### src/rtl/mips_defs.sv
// Shared MIPS pipeline definitions: load-type encodings and the zero register index.
package mips_defs;

  localparam logic [2:0] LT_LW  = 3'd0;
  localparam logic [2:0] LT_LH  = 3'd1;
  localparam logic [2:0] LT_LHU = 3'd2;
  localparam logic [2:0] LT_LB  = 3'd3;
  localparam logic [2:0] LT_LBU = 3'd4;

  localparam logic [4:0] REG_ZERO = 5'd0;

  function automatic logic is_half_load(logic [2:0] lt);
    return (lt == LT_LH) || (lt == LT_LHU);
  endfunction

  function automatic logic is_byte_load(logic [2:0] lt);
    return (lt == LT_LB) || (lt == LT_LBU);
  endfunction

endpackage

### src/rtl/writeback_stage_if.sv
// MEM/WB boundary bundle: memory-stage results and hazard controls in, write-back results out.
interface writeback_stage_if #(
  parameter int unsigned DATA_W = 32,
  parameter int unsigned REG_AW = 5
);
  logic              RegWriteM;
  logic              MemToRegM;
  logic [2:0]        LoadTypeM;
  logic              ValidM;
  logic [DATA_W-1:0] ALUOutM;
  logic [DATA_W-1:0] ReadDataM;
  logic [REG_AW-1:0] WriteRegM;
  logic              StallW;
  logic              FlushW;

  logic              RegWriteW;
  logic [REG_AW-1:0] WriteRegW;
  logic [DATA_W-1:0] ResultW;
  logic [DATA_W-1:0] ALUOutW;
  logic              ValidW;
  logic              MisalignW;
  logic [31:0]       RetireCount;

  modport master (
    output RegWriteM, MemToRegM, LoadTypeM, ValidM, ALUOutM, ReadDataM, WriteRegM,
           StallW, FlushW,
    input  RegWriteW, WriteRegW, ResultW, ALUOutW, ValidW, MisalignW, RetireCount
  );

  modport slave (
    input  RegWriteM, MemToRegM, LoadTypeM, ValidM, ALUOutM, ReadDataM, WriteRegM,
           StallW, FlushW,
    output RegWriteW, WriteRegW, ResultW, ALUOutW, ValidW, MisalignW, RetireCount
  );
endinterface

### src/rtl/writeback_stage_load_extract.sv
// Big-endian sub-word load extraction with sign/zero extension and alignment check.
module load_extract
  import mips_defs::*;
(
  input  logic [31:0] word_i,
  input  logic [1:0]  addr_i,
  input  logic [2:0]  load_type_i,
  output logic [31:0] data_o,
  output logic        misalign_o
);

  logic [7:0]  byte_sel;
  logic [15:0] half_sel;

  always_comb begin
    byte_sel = 8'h00;
    unique case (addr_i)
      2'd0: byte_sel = word_i[31:24];
      2'd1: byte_sel = word_i[23:16];
      2'd2: byte_sel = word_i[15:8];
      2'd3: byte_sel = word_i[7:0];
      default: byte_sel = 8'h00;
    endcase
    half_sel = addr_i[1] ? word_i[15:0] : word_i[31:16];

    // Unknown encodings 5-7 fall through as a full-word load.
    data_o     = word_i;
    misalign_o = (addr_i != 2'd0);
    case (load_type_i)
      LT_LH: begin
        data_o     = {{16{half_sel[15]}}, half_sel};
        misalign_o = addr_i[0];
      end
      LT_LHU: begin
        data_o     = {16'h0000, half_sel};
        misalign_o = addr_i[0];
      end
      LT_LB: begin
        data_o     = {{24{byte_sel[7]}}, byte_sel};
        misalign_o = 1'b0;
      end
      LT_LBU: begin
        data_o     = {24'h000000, byte_sel};
        misalign_o = 1'b0;
      end
      default: ;
    endcase
  end

endmodule

### src/rtl/writeback_stage.sv
// MEM/WB pipeline register and write-back select with stall/flush, misalign flag and retire count.
module writeback_stage
  import mips_defs::*;
#(
  parameter int unsigned DATA_W = 32,
  parameter int unsigned REG_AW = 5
) (
  input logic               clk,
  input logic               rst_n,
  writeback_stage_if.slave  wb
);

  logic              reg_write_q;
  logic              mem_to_reg_q;
  logic [2:0]        load_type_q;
  logic              valid_q;
  logic [DATA_W-1:0] alu_out_q;
  logic [DATA_W-1:0] read_data_q;
  logic [REG_AW-1:0] write_reg_q;
  logic [31:0]       retire_count_q;

  logic [31:0] load_data;
  logic        load_misalign;
  logic        misalign;

  // Flush beats stall; a bubble never carries a register write.
  always_ff @(posedge clk or negedge rst_n) begin
    if (!rst_n) begin
      reg_write_q  <= 1'b0;
      mem_to_reg_q <= 1'b0;
      load_type_q  <= LT_LW;
      valid_q      <= 1'b0;
      alu_out_q    <= '0;
      read_data_q  <= '0;
      write_reg_q  <= '0;
    end else if (wb.FlushW) begin
      reg_write_q  <= 1'b0;
      mem_to_reg_q <= 1'b0;
      load_type_q  <= LT_LW;
      valid_q      <= 1'b0;
      alu_out_q    <= '0;
      read_data_q  <= '0;
      write_reg_q  <= '0;
    end else if (!wb.StallW) begin
      reg_write_q  <= wb.RegWriteM & wb.ValidM;
      mem_to_reg_q <= wb.MemToRegM;
      load_type_q  <= wb.LoadTypeM;
      valid_q      <= wb.ValidM;
      alu_out_q    <= wb.ALUOutM;
      read_data_q  <= wb.ReadDataM;
      write_reg_q  <= wb.WriteRegM;
    end
  end

  // An instruction retires when it leaves W unstalled and unflushed, misaligned or not.
  always_ff @(posedge clk or negedge rst_n) begin
    if (!rst_n) begin
      retire_count_q <= '0;
    end else if (valid_q && !wb.StallW && !wb.FlushW) begin
      retire_count_q <= retire_count_q + 32'd1;
    end
  end

  load_extract u_load_extract (
    .word_i      (read_data_q[31:0]),
    .addr_i      (alu_out_q[1:0]),
    .load_type_i (load_type_q),
    .data_o      (load_data),
    .misalign_o  (load_misalign)
  );

  always_comb begin
    misalign       = valid_q & mem_to_reg_q & load_misalign;
    wb.MisalignW   = misalign;
    wb.ValidW      = valid_q;
    wb.WriteRegW   = write_reg_q;
    wb.ALUOutW     = alu_out_q;
    wb.ResultW     = mem_to_reg_q ? load_data : alu_out_q;
    wb.RegWriteW   = reg_write_q & valid_q & ~misalign & (write_reg_q != REG_ZERO);
    wb.RetireCount = retire_count_q;
  end

endmodule

### src/flat_wrapper.sv
// flat-port wrapper written by rule: the top's interface ports become plain ports
module writeback_stage_flat import mips_defs::*;
#(
  parameter int unsigned DATA_W = 32,
  parameter int unsigned REG_AW = 5
)
  (clk, rst_n, wb_RegWriteM, wb_MemToRegM, wb_LoadTypeM, wb_ValidM, wb_ALUOutM, wb_ReadDataM, wb_WriteRegM, wb_StallW, wb_FlushW, wb_RegWriteW, wb_WriteRegW, wb_ResultW, wb_ALUOutW, wb_ValidW, wb_MisalignW, wb_RetireCount);
  writeback_stage_if #(.DATA_W(DATA_W), .REG_AW(REG_AW)) wb_i ();
  input logic clk;
  input logic rst_n;
  input wire logic [$bits(wb_i.RegWriteM)-1:0] wb_RegWriteM;
  input wire logic [$bits(wb_i.MemToRegM)-1:0] wb_MemToRegM;
  input wire logic [$bits(wb_i.LoadTypeM)-1:0] wb_LoadTypeM;
  input wire logic [$bits(wb_i.ValidM)-1:0] wb_ValidM;
  input wire logic [$bits(wb_i.ALUOutM)-1:0] wb_ALUOutM;
  input wire logic [$bits(wb_i.ReadDataM)-1:0] wb_ReadDataM;
  input wire logic [$bits(wb_i.WriteRegM)-1:0] wb_WriteRegM;
  input wire logic [$bits(wb_i.StallW)-1:0] wb_StallW;
  input wire logic [$bits(wb_i.FlushW)-1:0] wb_FlushW;
  output wire logic [$bits(wb_i.RegWriteW)-1:0] wb_RegWriteW;
  output wire logic [$bits(wb_i.WriteRegW)-1:0] wb_WriteRegW;
  output wire logic [$bits(wb_i.ResultW)-1:0] wb_ResultW;
  output wire logic [$bits(wb_i.ALUOutW)-1:0] wb_ALUOutW;
  output wire logic [$bits(wb_i.ValidW)-1:0] wb_ValidW;
  output wire logic [$bits(wb_i.MisalignW)-1:0] wb_MisalignW;
  output wire logic [$bits(wb_i.RetireCount)-1:0] wb_RetireCount;
  assign wb_i.RegWriteM = wb_RegWriteM;
  assign wb_i.MemToRegM = wb_MemToRegM;
  assign wb_i.LoadTypeM = wb_LoadTypeM;
  assign wb_i.ValidM = wb_ValidM;
  assign wb_i.ALUOutM = wb_ALUOutM;
  assign wb_i.ReadDataM = wb_ReadDataM;
  assign wb_i.WriteRegM = wb_WriteRegM;
  assign wb_i.StallW = wb_StallW;
  assign wb_i.FlushW = wb_FlushW;
  assign wb_RegWriteW = wb_i.RegWriteW;
  assign wb_WriteRegW = wb_i.WriteRegW;
  assign wb_ResultW = wb_i.ResultW;
  assign wb_ALUOutW = wb_i.ALUOutW;
  assign wb_ValidW = wb_i.ValidW;
  assign wb_MisalignW = wb_i.MisalignW;
  assign wb_RetireCount = wb_i.RetireCount;
  writeback_stage #(.DATA_W(DATA_W), .REG_AW(REG_AW)) u_core (.clk(clk), .rst_n(rst_n), .wb(wb_i));
endmodule
### config.mk
export PLATFORM = sky130hd
export DESIGN_NAME = writeback_stage_flat
export DESIGN_NICKNAME = d
export VERILOG_FILES = /design/src/rtl/mips_defs.sv /design/src/rtl/writeback_stage_if.sv /design/src/rtl/writeback_stage_load_extract.sv /design/src/rtl/writeback_stage.sv /design/src/flat_wrapper.sv
export SDC_FILE = /design/constraint.sdc
export NUM_CORES = 1
export LEC_CHECK = 0
export ABC_AREA = 0
export CORE_MARGIN = 2
export CORE_UTILIZATION = 47
export DETAILED_ROUTE_END_ITERATION = 6
export PLACE_DENSITY = 0.81
export SYNTH_ARGS = -nofsm -noshare
export SYNTH_HDL_FRONTEND = slang
export SYNTH_SLANG_ARGS = --single-unit
### constraint.sdc
create_clock -name clk -period 2.6 [get_ports clk]
set_clock_uncertainty 0.2 [all_clocks]
set_input_delay 0.26 -clock clk [delete_from_list [all_inputs] [get_ports clk]]
set_output_delay 0.26 -clock clk [all_outputs]
set_load 0.02 [all_outputs]
Fig. 1: close-up of the layout
Window x 42 to 72, y 64 to 94 microns. Cells in grey, sequential cells in the stronger grey; small squares are vias.
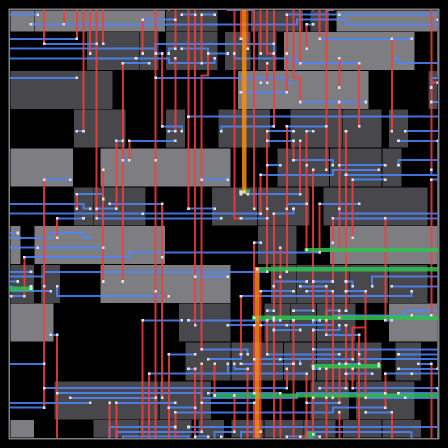
| layer | colour |
|---|---|
| M2 | red |
| M3 | green |
| M4 | orange |
| M1 | blue |
most frequent: mux2i_1 (9), nor2_1 (8), dfrtp_1 (8)
cells with their middle in the window: 53
netlist names of flops here include: u_core.read_data_q (4), u_core.wb.ALUOutW (4)
sequential cells in the window: 8

Fig. 2: logic cells by family
Drawn at 4 px/micron.
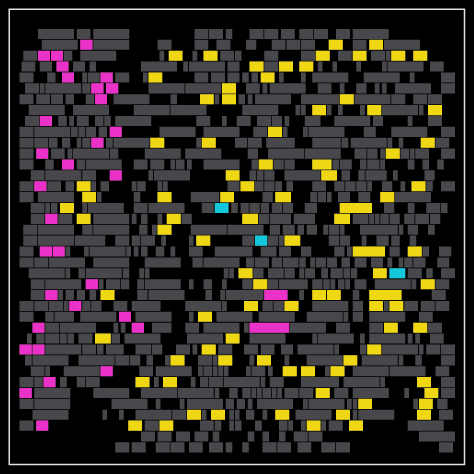
| family | colour | cells |
|---|---|---|
| xor and xnor cells | magenta | 33 |
| mux cells | yellow | 90 |
| non-inverting ao/oa cells | cyan | 3 |
dominant logic cell type in the layout: clkdlybuf4s50_1
Non-Filler Instances: 904
Comb area share: 35.0%

Fig. 3: track usage over the die
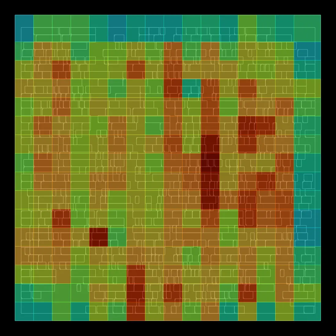
busiest layer in global routing: met2
met1 usage: 35.9%

==> out/metrics.yaml <==
synth_flops: 107
dieHeight_microns: 113
maxSlewViolCount: 0
status: "complete, but fails checks"
area.growth.synth_to_final_pct: 43.1
cts_sinks: 107
cts_htree_levels: 3
peakVddDrop_uv: 467
final_nets: 836
initCoreUtil_pct: 48.7
fin_ws_ns: -0.0134
drt_iter0_markers: 372
numCtsBuffers: 9
wl_met1_mm: 7.41
dr.pass1.iters: 5
tool_warnings: 28
post-route-util_pct: 69.6
crit_chain: "or3b_4, a211oi_1, a221oi_2, a21oi_1, buf_2"
yosys_area_sq_um: 5630
clkSlewWorstSetupHoldPaths_ns: 0.08
reg2reg_depth: 4
dieArea_sq_um: 12900
finalSetupViolCount: 1
maxCapViolations: 0
die_w_microns: 113
hold_end: "u_core.wb.RetireCount[2]"
ys_seq_share_pct: 47.6
critical_path_class: "flip-flop to primary output"
hpwl_mm: 12.4
cp_data_arrival_time_ns: 2.15
routed.top_layer: "met4"
antenna_found_initial: 0
async_flop_share_pct: 100
met2_length_mm: 8.30
use_met3_pct: 7.23
worstMarginPinSlew_ns: 0.797
gp_congestion: 0.877
power_uw: 4210
grtUsageMet2_pct: 45.5
fin_setup_tns_ns: -0.0134
crit_path_end_kind: "primary output"
lay_top_cells: "clkdlybuf4s50_1 (145), nor2_1 (103), dfrtp_1 (102)"
violations: "setup timing"
synth.most_common_cell: "dfrtp_1"
ys_cells: 560
grt_pass1_vias: 5182
fin_area_sq_um: 8050
floorplan.nets: 640
rsz0062_at_grt: "yes"
yosys-top-cells-area: "dfrtp_1 (48%), mux2i_1 (14%), nor2_1 (6.9%), xnor2_1 (4.0%), nand2_1 (2.5%)"
path_depth: 5
fp-row-count: 39
r2r_slack_ns: 0.53
coreArea_sq_um: 11600
rr_endpoint: "u_core.wb.RetireCount[28]"
detail-route-antenna-nets: 0
grt_max_degree: 78
placed_area_sq_um: 7760
ioPinCount: 183
drc_errors: 0
slew_headroom_pct: 46.8
ys_warn_count: 0
Fig. 4: M1 wires
Drawn at 3 px/micron. Supply wires on this layer in grey.
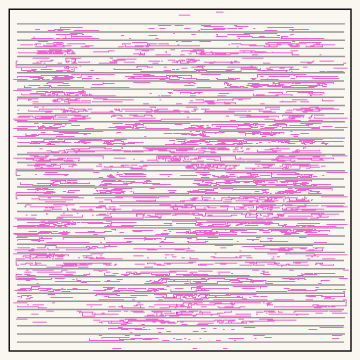
main direction: horizontal
longest straight run: 36.3 microns
share of all routed wire: 43%
total number of vias: 5051
final wirelength: 17.4 mm

Fig. 5: routed metal, one colour a layer
Drawn at 3 px/micron. Only two layers are drawn.
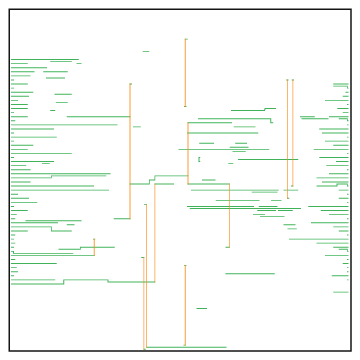
| layer | colour | wire length |
|---|---|---|
| M3 | green | 1330 microns |
| M4 | orange | 326 microns |
Tot GR Track Use: 27.5%
WL/cell: 19.2 microns

-- state kept, by name, indices dropped and copies added, names as in the netlist --
name                   count
u_core.wb.ValidW           1
u_core.wb.ALUOutW         32
u_core.wb.WriteRegW        5
u_core.mem_to_reg_q        1
u_core.read_data_q        32
u_core.reg_write_q         1
u_core.load_type_q         3
u_core.wb.RetireCount     32
-- layout make-up --
| class | instances | area (sq um) |
|---|---|---|
| fill | 928 | 3510 |
| multi-input combinational | 408 | 2820 |
| sequential | 107 | 2680 |
| timing repair buffer | 224 | 2050 |
| clock buffer | 11 | 253 |
| tap | 143 | 179 |
| clock inverter | 5 | 42.5 |
| inverter | 6 | 22.5 |
-- kinds of logic after synthesis --
family,after synthesis,share of synthesized area [%]
buf+inv,45,3.62
flops,107,47.6
mux,90,16.8
fa+ha+maj,1,0.222
xor+xnor,33,5.14
simple gates,214,18.1
compound gates,70,8.54
-- worst max path at each step --
stage,from,end,slack (ns)
6_report,u_core.load_type_q[0],wb_ResultW[6],-0.01
3_3_place_gp,u_core.load_type_q[0],wb_ResultW[8],-0.06
3_5_place_dp,u_core.load_type_q[0],wb_ResultW[0],-0.11
4_1_cts,u_core.load_type_q[1],wb_ResultW[10],-0.02
2_1_floorplan,u_core.wb.ALUOutW[1],wb_ResultW[15],0.33
5_1_grt,u_core.load_type_q[0],wb_ResultW[6],-0.13
-- power breakdown --
group	leakage (uW)	internal, uW	switching [uW]
sequential	0.00143	1750	112
combinational	0.00210	476	508
clock	0.000148	716	645
total	0.00367	2950	1260
-- what timing repair did --
action,4_1_cts,5_1_grt
gates resized,83,70
endpoints found under the setup margin,34,32
pin swaps,4,7
hold endpoints to repair,39,0
hold buffers,1,0
buffers inserted,7,1
Power and IR drop assume default switching activity.
